===== config.mk =====
export PLATFORM = sky130hd
export DESIGN_NAME = pipeline_ctrl
export DESIGN_NICKNAME = d
export VERILOG_FILES = /design/src/rtl/pipeline_ctrl.sv
export SDC_FILE = /design/constraint.sdc
export NUM_CORES = 1
export LEC_CHECK = 0
export ABC_AREA = 1
export CORE_ASPECT_RATIO = 1.25
export CORE_MARGIN = 8
export CORE_UTILIZATION = 50
export DETAILED_ROUTE_END_ITERATION = 10
export PLACE_DENSITY = 0.92
export SLEW_MARGIN = 20
export SYNTH_ARGS = -nofsm -noshare
export SYNTH_HDL_FRONTEND = slang
export SYNTH_SLANG_ARGS = --single-unit

===== constraint.sdc =====
create_clock -name i_clk -period 5.7 [get_ports i_clk]
set_clock_uncertainty 0.1 [all_clocks]
set_input_delay 1.14 -clock i_clk [delete_from_list [all_inputs] [get_ports i_clk]]
set_output_delay 1.14 -clock i_clk [all_outputs]
set_load 0.03 [all_outputs]

===== src/rtl/pipeline_ctrl.sv =====
// Hazard and flow-control sequencer for the 5-stage pipeline: load-use bubbles, branch/jump
// flushes, data-memory freeze, halt drain, and saturating bring-up event counters.
module pipeline_ctrl #(
  parameter int unsigned CNT_W     = 16,
  parameter int unsigned DRAIN_CYC = 3
) (
  input  logic             i_clk,
  input  logic             i_rst,
  input  logic [3:0]       i_rs_id,
  input  logic [3:0]       i_rt_id,
  input  logic             i_use_rs_id,
  input  logic             i_use_rt_id,
  input  logic [3:0]       i_rd_id_ex,
  input  logic             i_mem_rd_id_ex,
  input  logic             i_br_taken_id_ex,
  input  logic             i_jmp_id_ex,
  input  logic             i_hlt_id,
  input  logic             i_dm_busy,
  output logic             o_stall,
  output logic             o_flow_change,
  output logic             o_flush_im_id,
  output logic             o_flush_id_ex,
  output logic             o_freeze,
  output logic             o_halted,
  output logic [CNT_W-1:0] o_cnt_lu,
  output logic [CNT_W-1:0] o_cnt_flush,
  output logic [CNT_W-1:0] o_cnt_mem
);

  localparam int unsigned DW = (DRAIN_CYC < 1) ? 1 : $clog2(DRAIN_CYC + 1);
  localparam logic [DW-1:0] DrainInit = DW'(DRAIN_CYC);

  typedef enum logic [1:0] {StRun = 2'd0, StDrain = 2'd1, StHalted = 2'd2} state_e;

  state_e           r_state, w_state_nxt;
  logic [DW-1:0]    r_drain, w_drain_nxt;
  logic [CNT_W-1:0] r_cnt_lu, r_cnt_flush, r_cnt_mem;

  logic w_lu_hit, w_flow_req;
  logic w_rule_mem, w_rule_flow, w_rule_lu, w_rule_hlt;

  assign w_lu_hit = i_mem_rd_id_ex && (i_rd_id_ex != 4'd0) &&
                    ((i_use_rs_id && (i_rs_id == i_rd_id_ex)) ||
                     (i_use_rt_id && (i_rt_id == i_rd_id_ex)));
  assign w_flow_req = i_br_taken_id_ex || i_jmp_id_ex;

  // Priority chain in RUN; the memory freeze also applies while draining.
  assign w_rule_mem  = (r_state != StHalted) && i_dm_busy;
  assign w_rule_flow = (r_state == StRun) && !i_dm_busy && w_flow_req;
  assign w_rule_lu   = (r_state == StRun) && !i_dm_busy && !w_flow_req && w_lu_hit;
  assign w_rule_hlt  = (r_state == StRun) && !i_dm_busy && !w_flow_req && !w_lu_hit && i_hlt_id;

  always_ff @(posedge i_clk or posedge i_rst) begin
    if (i_rst) begin
      r_state <= StRun;
      r_drain <= '0;
    end else begin
      r_state <= w_state_nxt;
      r_drain <= w_drain_nxt;
    end
  end

  always_comb begin
    w_state_nxt = r_state;
    w_drain_nxt = r_drain;
    unique case (r_state)
      StRun: begin
        if (w_rule_hlt) begin
          w_state_nxt = StDrain;
          w_drain_nxt = DrainInit;
        end
      end
      StDrain: begin
        // The counter reaching zero on this edge ends the drain.
        if (!i_dm_busy) begin
          if (r_drain <= DW'(1)) w_state_nxt = StHalted;
          w_drain_nxt = (r_drain == '0) ? '0 : r_drain - DW'(1);
        end
      end
      StHalted: w_state_nxt = StHalted;
      default:  w_state_nxt = StRun;
    endcase
  end

  always_comb begin
    o_stall       = 1'b0;
    o_flow_change = 1'b0;
    o_flush_im_id = 1'b0;
    o_flush_id_ex = 1'b0;
    o_freeze      = 1'b0;
    if (!i_rst) begin
      unique case (r_state)
        StRun: begin
          if (w_rule_mem) begin
            o_freeze = 1'b1;
            o_stall  = 1'b1;
          end else if (w_rule_flow) begin
            o_flow_change = 1'b1;
            o_flush_im_id = 1'b1;
            o_flush_id_ex = 1'b1;
          end else if (w_rule_lu) begin
            o_stall       = 1'b1;
            o_flush_id_ex = 1'b1;
          end
        end
        StDrain: begin
          o_stall       = 1'b1;
          o_flush_id_ex = 1'b1;
          o_freeze      = i_dm_busy;
        end
        StHalted: begin
          o_stall  = 1'b1;
          o_freeze = 1'b1;
        end
        default: ;
      endcase
    end
  end

  always_ff @(posedge i_clk or posedge i_rst) begin
    if (i_rst) begin
      r_cnt_lu    <= '0;
      r_cnt_flush <= '0;
      r_cnt_mem   <= '0;
    end else begin
      if (w_rule_lu && (r_cnt_lu != '1))       r_cnt_lu    <= r_cnt_lu + 1'b1;
      if (w_rule_flow && (r_cnt_flush != '1))  r_cnt_flush <= r_cnt_flush + 1'b1;
      if (w_rule_mem && (r_cnt_mem != '1))     r_cnt_mem   <= r_cnt_mem + 1'b1;
    end
  end

  assign o_halted    = (r_state == StHalted) && !i_rst;
  assign o_cnt_lu    = r_cnt_lu;
  assign o_cnt_flush = r_cnt_flush;
  assign o_cnt_mem   = r_cnt_mem;

endmodule


==> images/clock_map.png <==
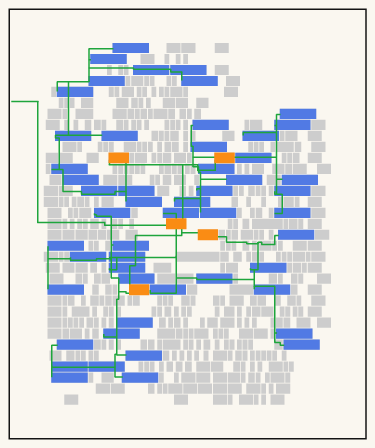
Key: flip-flops = blue [count 52]; clock wires = green [length 614 um]; cells driving clock nets = orange [count 5]
Position of the flops: spread over the die. There are 6 routed clock nets.
clk ins delay skew pair: 0.30 ns
clock-net power: 239 uW
Clock Power Share: 0.182

==> images/cell_classes.png <==
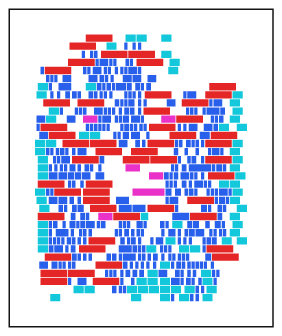
Key: flip-flops = red [cells 52]; other buffers and delay cells = cyan [cells 75]; all other logic = blue [cells 380]; clock drivers and dummy loads = magenta [cells 6]
post-layout util: 0.6457
row count: 33

==> images/final_congestion.png <==
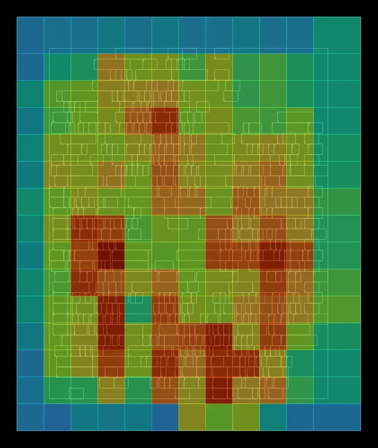
Total GRT Usage: 0.1775
GRT met3 Usage: 0.03858
GR Util met2: 0.3197
global-route track usage on met1: 0.1994
WL/cell: 13.73 um

==> images/metal_stack.png <==
Two of the layers only.
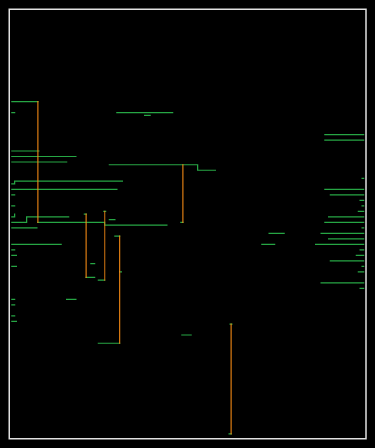
Key: met3 = green [wire length 355 um]; met4 = orange [wire length 131 um]
via count: 3087
final wirelength: 8239 um

==> CHANGELOG.md <==
### Physical design

* Finished Layout Cells at around 600
* Worst Path Arrival at between 3 and 4 ns
* Syn. warnings at 0
* Clock buf count at 5
* Run status: finished, final reports clean
* PortBufs at between 70 and 80
* Cell Pwr Density at around 320 nW/um^2
* Critical path data required time at ~4.5 ns
* H-tree depth at 2
* Mux share at 0
* Dpl cells at ~600
* Post-synthesis cell area at roughly 3200 sq um
* Clock sink count at around 52
* First-pass GRT wire length at 13490 um
* Signal buffers at between 70 and 80
* Post-CTS Hold Fix Bufs at 0
* Largest Pwr Group: combinational cells
* Most used logic cell in the final layout: nand2_1
* #MultiIn Comb at roughly 330
* Register share after synthesis at 0.4019
* CTS resizes at 0
* Antenna diodes at 0
* Most common logic cells in the final layout: nand2_1 (155), clkdlybuf4s50_1 (74), dfrtp_1 (52), inv_1 (48), nor2_1 (40)
* Hold Path Depth at 2
* Combinational gate area at around 1700 sq um
* Chip area in the Yosys report at 3238 sq um
* Internal at just under 800 uW
* XOR/XNOR Area Share at 0.1082
* Switching Fraction at 0.4103
* HP Class: flop to flop
* Synth logic family: simple AND/OR/NAND/NOR gates
* Cell type with the largest total area: dfrtp_1
* Layout fillers at ~560
* Relative slew slack at 0.5585
* Fin area at slightly above 4000 sq um
* Setup crit end kind: output pin
* Clock-cell share at 0.02392
* CTS tree: built
* Worst Setup Start Kind: primary input
* Flop share of the area at 0.3149
* ANT nets after route at 0
* Reg area at between 1000 and 1500 sq um
* Post-synth cell types at 27
* Post-Synth Simple-Gate Area at 0.3373
* Comb. pwr at between 500 and 600 uW
* Post-CTS setup buffer count at 0
* Largest cell class: multi-input combinational cells
* Yosys adder share at 0.03091
* Yosys cell count at roughly 440
* Nets at between 500 and 600
* DRT iter0 DRCs at roughly 100
* Share of the clock period used by the worst path at 0.7705
* Worst-path clk slew at 0.09 ns
* Chip area at 9324 sq um
* Peak supply drop at 0.2880 mV
* Fraction of cell area in non-clock buffers at 0.1810
* TNS Setup at 0 ns
* Die height at roughly 110 um
* R2R setup slack at between 3 and 4 ns
* Die Wd at between 80 and 90 um
* Vias in the first global route at ~3000
==> worst max-delay path, stage by stage <==
cell             delay, ns
clkdlybuf4s50_1       0.52
inv_1                 0.08
nand2_1               0.07
nand2_1               0.06
nor2_1                0.08
nand3_1               0.08
nand2_1               0.08
nand3_1               0.10
nand2_1               0.08
nand2_1               0.04
a21oi_1               0.11
clkdlybuf4s50_1       0.69
==> metal layers <==
metal  vias to the layer above  track usage  routed length (um)  share of wire
met2                        70       0.3197                4322           0.52
met3                        13      0.03858                 354          0.043
li1                       1538            -                   -              -
met5                         -            0                   0              0
met4                         0      0.05549                 130          0.016
met1                      1466       0.1994                3432           0.42
==> sequential cells by signal (all words and copies together) (netlist names) <==
| register | flops |
|---|---|
| o_cnt_flush | 16 |
| o_cnt_lu | 16 |
| o_cnt_mem | 16 |
| r_drain | 2 |
| r_state | 2 |
==> Yosys cell counts, drive strengths merged <==
cell / n
xnor2: 23
nor4: 3
inv: 49
xor2: 17
nand4: 13
a21oi: 5
nor3: 12
dfrtp: 52
or2: 2
nand2: 157
ha: 8
nand3: 27
buf: 7
nor3b: 1
nor2: 40
a21boi: 1
o21ai: 21
nand3b: 1
==> worst paths after layout <==
check                                        start                         end
max                                  i_rd_id_ex[3]                     o_stall
min in group asynchronous                    i_rst      r_state[1]$_DFFE_PP0P_
min reg2reg                 r_drain[0]$_DFFE_PP0P_      r_drain[0]$_DFFE_PP0P_
max in group asynchronous                    i_rst  o_cnt_flush[4]$_DFFE_PP0P_
max reg2reg                o_cnt_lu[0]$_DFFE_PP0P_    o_cnt_lu[13]$_DFFE_PP0P_
min                         r_drain[0]$_DFFE_PP0P_      r_drain[0]$_DFFE_PP0P_
Power figures rest on the tool's default switching activity, not on a simulated workload.
